==> config.mk <==
export PLATFORM = sky130hd
export DESIGN_NAME = hazard_interlock_unit_flat
export DESIGN_NICKNAME = d
export VERILOG_FILES = /design/src/rtl/hazard_interlock_unit_pkg.sv /design/src/rtl/hazard_interlock_unit_if.sv /design/src/rtl/hazard_interlock_unit_busy.sv /design/src/rtl/hazard_interlock_unit.sv /design/src/flat_wrapper.sv
export SDC_FILE = /design/constraint.sdc
export NUM_CORES = 1
export LEC_CHECK = 0
export CAP_MARGIN = 20
export CORE_ASPECT_RATIO = 1.4
export CORE_MARGIN = 3
export CORE_UTILIZATION = 51
export DETAILED_ROUTE_END_ITERATION = 12
export PLACE_DENSITY = 0.8
export SETUP_SLACK_MARGIN = 0.15
export SYNTH_ARGS = -nofsm -noshare
export SYNTH_HDL_FRONTEND = slang
export SYNTH_SLANG_ARGS = --single-unit
==> constraint.sdc <==
create_clock -name clk -period 3.1 [get_ports clk]
set_input_delay 0.465 -clock clk [delete_from_list [all_inputs] [get_ports clk]]
set_output_delay 0.465 -clock clk [all_outputs]
set_load 0.02 [all_outputs]
Figure 1. Supply network (run 1).
The bar under the picture is 10 µm long. Pins as bars on the die edge.
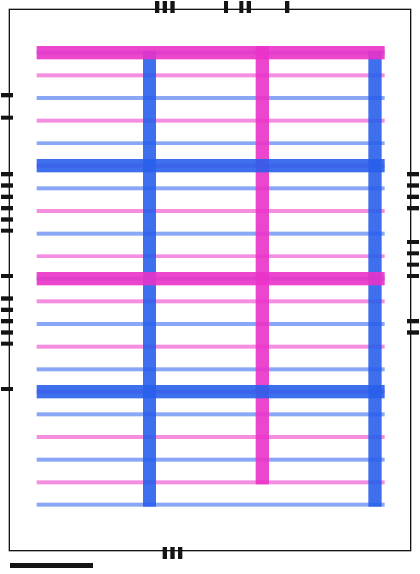
colour	net
magenta	VDD
blue	VSS
met4 straps	3
met1 rails	21
core area: 2280 µm²
die width: 48.1 µm
Die Height: 65.0 µm
Peak VDD IR: 0.000470 V

Figure 2. Placement by cell class (run 1).
The bar under the picture is 10 µm long.
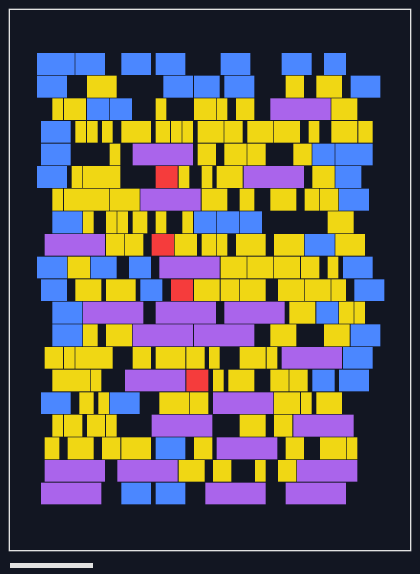
colour	class	cells	share of their area
blue	other buffers and delay cells	45	25%
purple	flip-flops	23	27%
yellow	all other logic	119	47%
red	clock drivers and dummy loads	4	1.8%
Seq/total area: 26.3%
Final Cell Area: 1750 µm²
num rows: 20

Figure 3. Clock network drawn from the DEF (run 1).
The bar under the picture is 10 µm long.
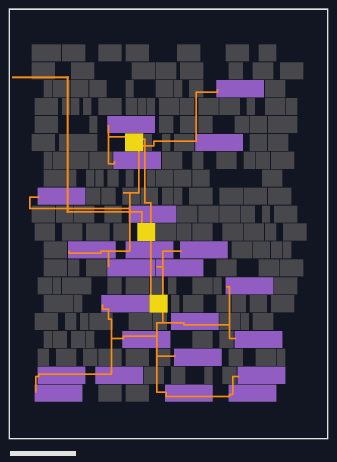
[orange] clock wires | length: 251 µm
[purple] flip-flops | count: 23
[yellow] cells driving clock nets | count: 3
routed clock nets	4
clock power share: 16.4%
Clock group: 0.140 mW

==> reports/qor.yml, run 1 <==
layout-drive-gt1-share_pct: 11.5
drv_cap: 0
grt_first_pass_wirelength_um: 4930
yosys.area.top_type: "dfxtp_1"
ios: 35
wire_per_inst_um: 13.5
fmax_mhz: 355
ys_sh_adder_pct: 2.96
place.gp.congestion: 0.842
warnings: 27
avgViaCountPerCell: 5.24
critPathKind: "in2out"
track_usage_pct: 21.7
chipArea_um2: 3130
critical-path-top-delay-family: "buffers and inverters"
tightest_slew_ns: 0.486
antenna_found_initial: 0
flops: 23
hpwl_um: 2510
hold_path.class: "reg2reg"
cts_tree: "yes"
yosys_most_used_dff: "dfxtp_1"
io_buffer_count: 34
netlist_area_um2: 1270
logic_area_um2: 766
ys_ff: 23
p_switching_mw: 0.306
clkbuf_count: 3
fin_nets: 217
vias: 1173
clock_skew_ns: 0.00137
topCellsByArea: "dfxtp_1 36%, xor2_1 9.0%, xnor2_1 7.6%, nor2_1 4.4%, a32o_1 3.9%"
grt_pass1_vias: 1204
yosys_warnings: 0
status: "complete, no violations"
ff2ff_path_depth: 6
grt_max_degree: 15
largest_reg_flops: 7
insertion_delay_ns: 0.31
max_stage_delay_ns: 0.60
reg2reg_slack_ns: 1.44
cts_buffers: 3
gr-total-overflow: 0
grtUsageMet1_pct: 21.8
==> run 1: repair_timing <==
action,in CTS,in global routing
resized,5,2
buffers inserted,0,0
endpoints found under the setup margin,5,2
==> run 1: cell families (layout without fill, tap and decap cells) <==
kind of cell	count (synthesis)	after routing
and+or+nand+nor	64	64
xor gates and xnor gates	24	24
DFF	23	23
AOI/OAI and AO/OA	20	20
buffers and inverters	11	57
adders and majority gates	3	3
==> run 1: cell usage in the layout (no fill, tap or decap), types with 3 or more instances in the layout <==
cell              n
clkdlybuf4s50_1  28
dfxtp_1          23
nor2_1           15
xor2_1           13
xnor2_1          11
buf_4            11
nand2_1          10
inv_1             8
nor2b_1           8
and2_1            6
nand4_1           5
a32o_1            5
nand2b_1          4
nor3_1            4
dlygate4sd2_1     4
nor3_2            3
nand3_1           3
ha_1              3
clkbuf_4          3
==> run 1 -> run 2 <==
- CTS_CLUSTER_DIAMETER: default -> 40
Figure 4. Clock network drawn from the DEF (run 2).
The bar under the picture is 10 µm long.
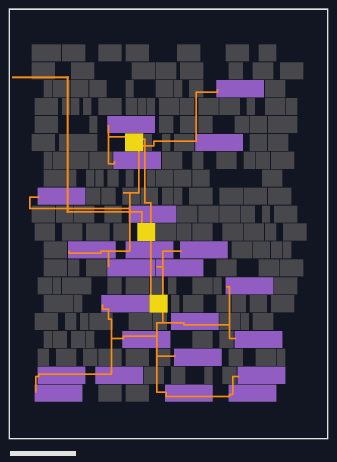
Worst Skew: 0.00137 ns
worst skew pair latency: 0.31 ns

==> reports/qor.yml, run 2 <==
grt_max_degree: 15
dieHeight_um: 65.0
rows: 20
critPathKind: "in2out"
status: "complete, no violations"
vdd_drop_max_v: 0.000470
clockBufferDepth: 2
yosys_most_used_dff: "dfxtp_1"
yosys.area.top_type: "dfxtp_1"
io_buffer_count: 34
gr-total-overflow: 0
hold_path.class: "reg2reg"
place.gp.congestion: 0.842
ios: 35
core_region_area_um2: 2280
grt_first_pass_wirelength_um: 4930
max_stage_delay_ns: 0.60
layout_top_cells: "28 x clkdlybuf4s50_1, 23 x dfxtp_1, 15 x nor2_1, 13 x xor2_1"
warnings: 27
vias: 1173
p_clk_mw: 0.140
grt_pass1_vias: 1204
ff2ff_path_depth: 6
grt_use_met2_pct: 39.7
yosys_warnings: 0
wire_per_inst_um: 13.5
layout-drive-gt1-share_pct: 11.5
tightest_slew_ns: 0.486
final_area_um2: 1750
fin_nets: 217
cts_tree: "yes"
grtUsageMet1_pct: 21.8
ys_area_um2: 1270
hpwl_um: 2510
worstPathMaxFanout: 4
drv_cap: 0
antenna_found_initial: 0
largest_reg_flops: 7
chipArea_um2: 3130
lay_top_count: "clkdlybuf4s50_1"
topCellsByArea: "dfxtp_1 36%, xor2_1 9.0%, xnor2_1 7.6%, nor2_1 4.4%, a32o_1 3.9%"
track_usage_pct: 21.7
ys_ff: 23
cts_buffers: 3
fmax_mhz: 355
p_switching_mw: 0.306
netlist_area_um2: 1270
clkPwrFrac_pct: 16.4
[run 2: cell counts in the layout (fill, tap and decap cells not counted)]
No cell type changed its count.
[run 2: logic make-up after synthesis]
group                      count (synthesis)  share of synthesized area, %
and+or+nand+nor                           64                          27.3
xor gates and xnor gates                  24                          16.6
DFF                                       23                          36.3
AOI/OAI and AO/OA                         20                          13.2
buffers and inverters                     11                          3.55
adders and majority gates                  3                          2.96
[run 2: final cells by class]
cell class / instances / area, µm²
clock buffer: 3 / 22.5
tap: 33 / 41.3
inverter: 8 / 30.0
fill: 177 / 527
multi-input combinational: 111 / 766
timing repair buffer: 45 / 423
sequential: 23 / 460
clock inverter: 1 / 7.51
[run 2: timing repair]
action	CTS	global route
setup endpoints to repair	5	2
resized	5	2
buffers inserted	0	0
Power is estimated from default activity; no workload was simulated.
